--- config.mk ---
export PLATFORM = sky130hd
export DESIGN_NAME = died_overlay_reader
export DESIGN_NICKNAME = d
export VERILOG_FILES = /design/src/rtl/overlay_pkg.sv /design/src/rtl/overlay_seq.sv /design/src/rtl/died_overlay_reader.sv
export SDC_FILE = /design/constraint.sdc
export NUM_CORES = 1
export LEC_CHECK = 0
export CELL_PAD_IN_SITES_DETAIL_PLACEMENT = 1
export CELL_PAD_IN_SITES_GLOBAL_PLACEMENT = 1
export CORE_MARGIN = 5
export CORE_UTILIZATION = 30
export CTS_CLUSTER_SIZE = 8
export DETAILED_ROUTE_END_ITERATION = 16
export GPL_TIMING_DRIVEN = 0
export HOLD_SLACK_MARGIN = 0.1
export PLACE_DENSITY = 0.79
export REMOVE_ABC_BUFFERS = 1
export SLEW_MARGIN = 10
export SYNTH_ARGS = -nofsm -noshare
export SYNTH_HDL_FRONTEND = slang
export SYNTH_SLANG_ARGS = --single-unit
--- constraint.sdc ---
create_clock -name Clk -period 2.65 [get_ports Clk]
set_input_delay 0.265 -clock Clk [delete_from_list [all_inputs] [get_ports Clk]]
set_output_delay 0.265 -clock Clk [all_outputs]
set_load 0.1 [all_outputs]
--- src/rtl/overlay_pkg.sv ---
// Shared types and geometry for game-over bitmap ROM readers.
package overlay_pkg;
    typedef enum logic [1:0] {IDLE, REVEAL, BLINK} overlay_state_t;

    localparam int SCREEN_W = 640;
    localparam int SCREEN_H = 480;
    localparam int BMP_ROWS = 30;
    localparam int BMP_COLS = 40;
endpackage

--- src/rtl/overlay_seq.sv ---
// Overlay appearance sequencer: top-down row reveal, then frame-counted blink.
module overlay_seq
    import overlay_pkg::*;
#(
    parameter int ROWS          = BMP_ROWS,
    parameter int REVEAL_FRAMES = 2,
    parameter int BLINK_FRAMES  = 30,
    parameter int RR_W          = $clog2(ROWS + 1)
) (
    input  logic            clk,
    input  logic            rst,
    input  logic            frame_start,
    input  logic            game_over,
    output logic [RR_W-1:0] reveal_rows,
    output logic            show,
    output logic            overlay_active
);
    localparam int FC_MAX = (REVEAL_FRAMES > BLINK_FRAMES) ? REVEAL_FRAMES : BLINK_FRAMES;
    localparam int FC_W   = (FC_MAX > 1) ? $clog2(FC_MAX) : 1;

    overlay_state_t  state, state_n;
    logic [RR_W-1:0] rr_n;
    logic [FC_W-1:0] frame_cnt, fc_n;
    logic            blink_phase, bp_n;

    always_ff @(posedge clk or posedge rst) begin
        if (rst) begin
            state          <= IDLE;
            reveal_rows    <= '0;
            frame_cnt      <= '0;
            blink_phase    <= 1'b1;
            overlay_active <= 1'b0;
        end else begin
            state          <= state_n;
            reveal_rows    <= rr_n;
            frame_cnt      <= fc_n;
            blink_phase    <= bp_n;
            overlay_active <= (state_n != IDLE);
        end
    end

    always_comb begin
        state_n = state;
        rr_n    = reveal_rows;
        fc_n    = frame_cnt;
        bp_n    = blink_phase;
        // Dropping game_over wins over any coincident frame_start.
        if (!game_over) begin
            state_n = IDLE;
            rr_n    = '0;
            fc_n    = '0;
            bp_n    = 1'b1;
        end else begin
            case (state)
                IDLE: begin
                    state_n = REVEAL;
                    rr_n    = '0;
                    fc_n    = '0;
                end
                REVEAL: if (frame_start) begin
                    if (frame_cnt == FC_W'(REVEAL_FRAMES - 1)) begin
                        fc_n = '0;
                        if (reveal_rows < RR_W'(ROWS)) rr_n = reveal_rows + 1'b1;
                        if (reveal_rows >= RR_W'(ROWS - 1)) begin
                            state_n = BLINK;
                            bp_n    = 1'b1;
                        end
                    end else begin
                        fc_n = frame_cnt + 1'b1;
                    end
                end
                BLINK: if (frame_start) begin
                    if (frame_cnt == FC_W'(BLINK_FRAMES - 1)) begin
                        fc_n = '0;
                        bp_n = ~blink_phase;
                    end else begin
                        fc_n = frame_cnt + 1'b1;
                    end
                end
                default: state_n = IDLE;
            endcase
        end
    end

    always_comb begin
        show = 1'b0;
        case (state)
            REVEAL:  show = 1'b1;
            BLINK:   show = blink_phase;
            default: show = 1'b0;
        endcase
    end
endmodule

--- src/rtl/died_overlay_reader.sv ---
// Game-over overlay reader: coordinate-to-ROM pipeline plus reveal/blink gating.
module died_overlay_reader
    import overlay_pkg::*;
#(
    parameter int ROWS          = BMP_ROWS,
    parameter int COLS          = BMP_COLS,
    parameter int SCALE_SHIFT   = 4,
    parameter int REVEAL_FRAMES = 2,
    parameter int BLINK_FRAMES  = 30
) (
    input  logic            Clk,
    input  logic            Reset,
    input  logic            frame_start,
    input  logic            game_over,
    input  logic [9:0]      DrawX,
    input  logic [9:0]      DrawY,
    input  logic [COLS-1:0] rom_data,
    output logic [5:0]      rom_addr,
    output logic            pixel_on,
    output logic            overlay_active
);
    localparam int RR_W = $clog2(ROWS + 1);

    logic [RR_W-1:0] reveal_rows;
    logic            show;
    logic            in_range, in_range_q;
    logic [5:0]      row, col, col_q, bit_idx;

    overlay_seq #(
        .ROWS(ROWS), .REVEAL_FRAMES(REVEAL_FRAMES), .BLINK_FRAMES(BLINK_FRAMES), .RR_W(RR_W)
    ) u_seq (
        .clk(Clk), .rst(Reset), .frame_start(frame_start), .game_over(game_over),
        .reveal_rows(reveal_rows), .show(show), .overlay_active(overlay_active)
    );

    assign in_range = (DrawX < 10'(COLS << SCALE_SHIFT)) && (DrawY < 10'(ROWS << SCALE_SHIFT));
    assign row      = 6'(DrawY >> SCALE_SHIFT);
    assign col      = 6'(DrawX >> SCALE_SHIFT);
    // Out-of-range zeroes col_q too, so the bit select below never leaves the word.
    assign bit_idx  = 6'(COLS - 1) - col_q;

    always_ff @(posedge Clk or posedge Reset) begin
        if (Reset) begin
            rom_addr   <= '0;
            col_q      <= '0;
            in_range_q <= 1'b0;
            pixel_on   <= 1'b0;
        end else begin
            rom_addr   <= in_range ? row : 6'd0;
            col_q      <= in_range ? col : 6'd0;
            in_range_q <= in_range;
            pixel_on   <= in_range_q & rom_data[bit_idx] & (rom_addr < 6'(reveal_rows)) & show;
        end
    end
endmodule

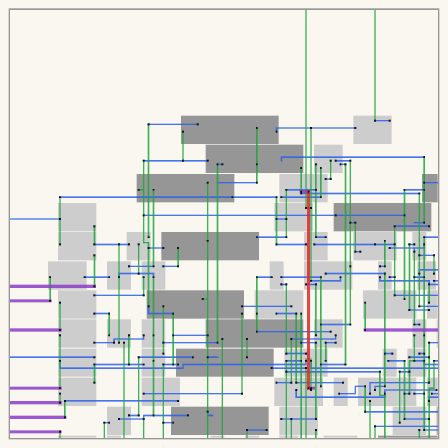
Figure 1: layout detail.
Window x 2 to 42, y 46 to 86 um. Cells in gray, sequential cells in the stronger gray; small squares are vias.
- M2: green
- M1: blue
- M3: purple
- M4: red
- netlist names of flops here include: rom_addr (6)
- cells with their middle in the window: 49
- most frequent: clkdlybuf4s50_1 (11), dfrtp_1 (9), and2_1 (6)
- sequential cells in the window: 9

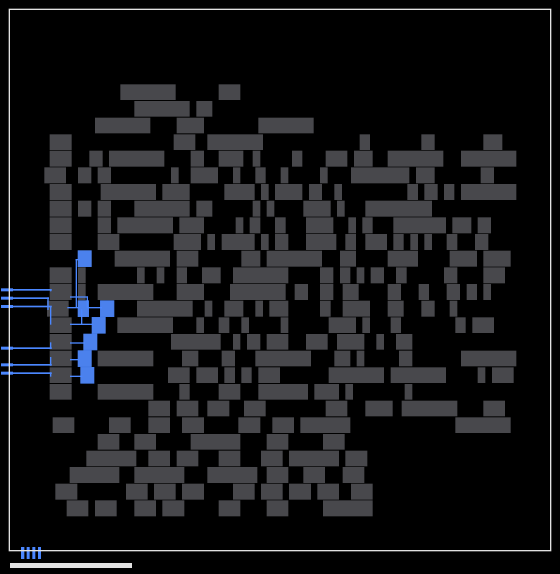
Figure 2: wires at chosen ports, followed through buffers.
Bar = 20 um.
- DrawX: blue (direction input; edge 6 left, 4 bottom; end cells 7; buffers 6; wire 72.7 um)

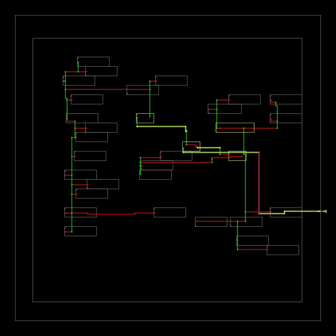
Figure 3: clock nets.
count of clock buffers in the final design: 3
clk ins delay skew pair: 0.28 ns
Worst Skew: 0.00434 ns
flop count: 28

==> results_slide.txt <==
Key Metrics from the Run

Placement
  • Hpwl dp: just over 4000 um
  • Dpl cells: just over 300

Critical path
  • WS Path Type: flip-flop to flip-flop
  • Max incr delay on CP: roughly 0.43 ns
  • Critical-path top delay cell: dfrtp_1
  • FF-to-FF Start: u_seq.state[1]$_DFF_PP0_
  • WP buf/inv: 2

Route
  • DRC violations left: 0
  • Final wirelength: roughly 4900 um
  • Antenna-violating nets left: 0
  • Metal2 WL: around 2700 um
  • Wirelength per Cell: 15.7 um
  • DR iter-0 viols: 27

Pwr
  • P_seq: 0.463 mW
  • PwrDens: 408 mW/mm^2
  • Internal: 0.785 mW
  • Switching Fraction: 26.1%
  • Seq pwr share: a little over two fifths
  • Pleak: 1.04 nW

Final timing
  • Worst Max-Slew Pin Slew: 1.02 ns
  • Fmax: ~450 MHz
  • Endpoints failing setup: 0

Floorplanning
  • Core Region: 0.00592 sq mm
  • Die X-Extent: 88.2 um

Finish
  • Sequential cell area share: 26.9%
  • Fin util: 44.0%
  • Comb area share: 40.7%
  • Register area: 702 sq um
  • Combinational gate count: 128
  • Logic inverters: 13
  • Fin nets: 314
  • Final non-filler cell total: 311

Flow run
  • Max cap viols: 0

Yosys
  • Mux share: between 10% and 20%
  • Synth top area share: between 30 and 40%
  • Top logic family: simple AND/OR/NAND/NOR gates
  • Most common reg cell: dfrtp_1
  • Adder Area Share: 8.86%
  • Seq share, synth: 38.2%
  • Main area contributors: dfrtp_1 (37%), mux4_2 (12%), ha_1 (8.9%), and2_1 (4.1%), o21ai_0 (3.3%)
  • Yosys simple share: 19.5%
  • Mapped Area: 0.00184 sq mm

GRT
  • GR Overflow Total: 0
  • Total GRT Usage: 13.2%
  • Initial antenna violation count: 0
  • Vias in the first global route: about 1700

Outcome
  • Outcome: finished, final reports clean

Clocking
  • Max Root-Sink Buffers: 2
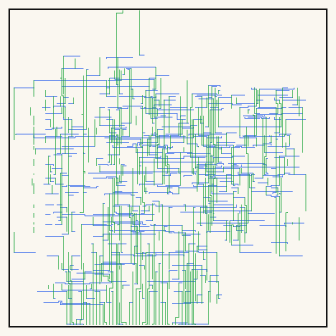
Figure 4: routed metal, one color a layer.
Two of the layers only.
- M1: blue (wire length 1920 um)
- M2: green (wire length 2670 um)

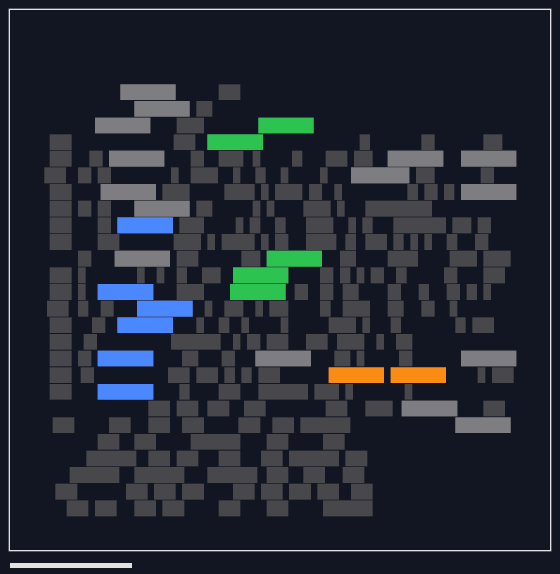
Figure 5: register map, names as in the netlist.
Bar = 20 um. Other sequential cells in the stronger gray, the rest of the logic in the fainter gray.
- u_seq.reveal_rows: green (flops 5; where center)
- col_q: blue (flops 6; where middle left)
- u_seq.state: orange (flops 2)
- not colored: 15

per-stage QoR:
stage | worst slack [ns] | cell area, sq um | hold WS [ns]
6_report | 0.423 | 2610 | 0.404
3_3_place_gp | 0.497 | 2530 | 0.549
3_5_place_dp | 0.422 | 2530 | 0.570
2_1_floorplan | 0.720 | 1810 | 0.330
4_1_cts | 0.392 | 2610 | 0.521
5_1_grt | 0.200 | 2610 | 0.487
registers in the layout, summed over array words and instances (netlist names):
name and count:
col_q 6, rom_addr 6, u_seq.frame_cnt 5, u_seq.reveal_rows 5
u_seq.state 2, in_range_q 1, pixel_on 1, u_seq.blink_phase 1
u_seq.overlay_active 1
Power and IR drop assume default switching activity.
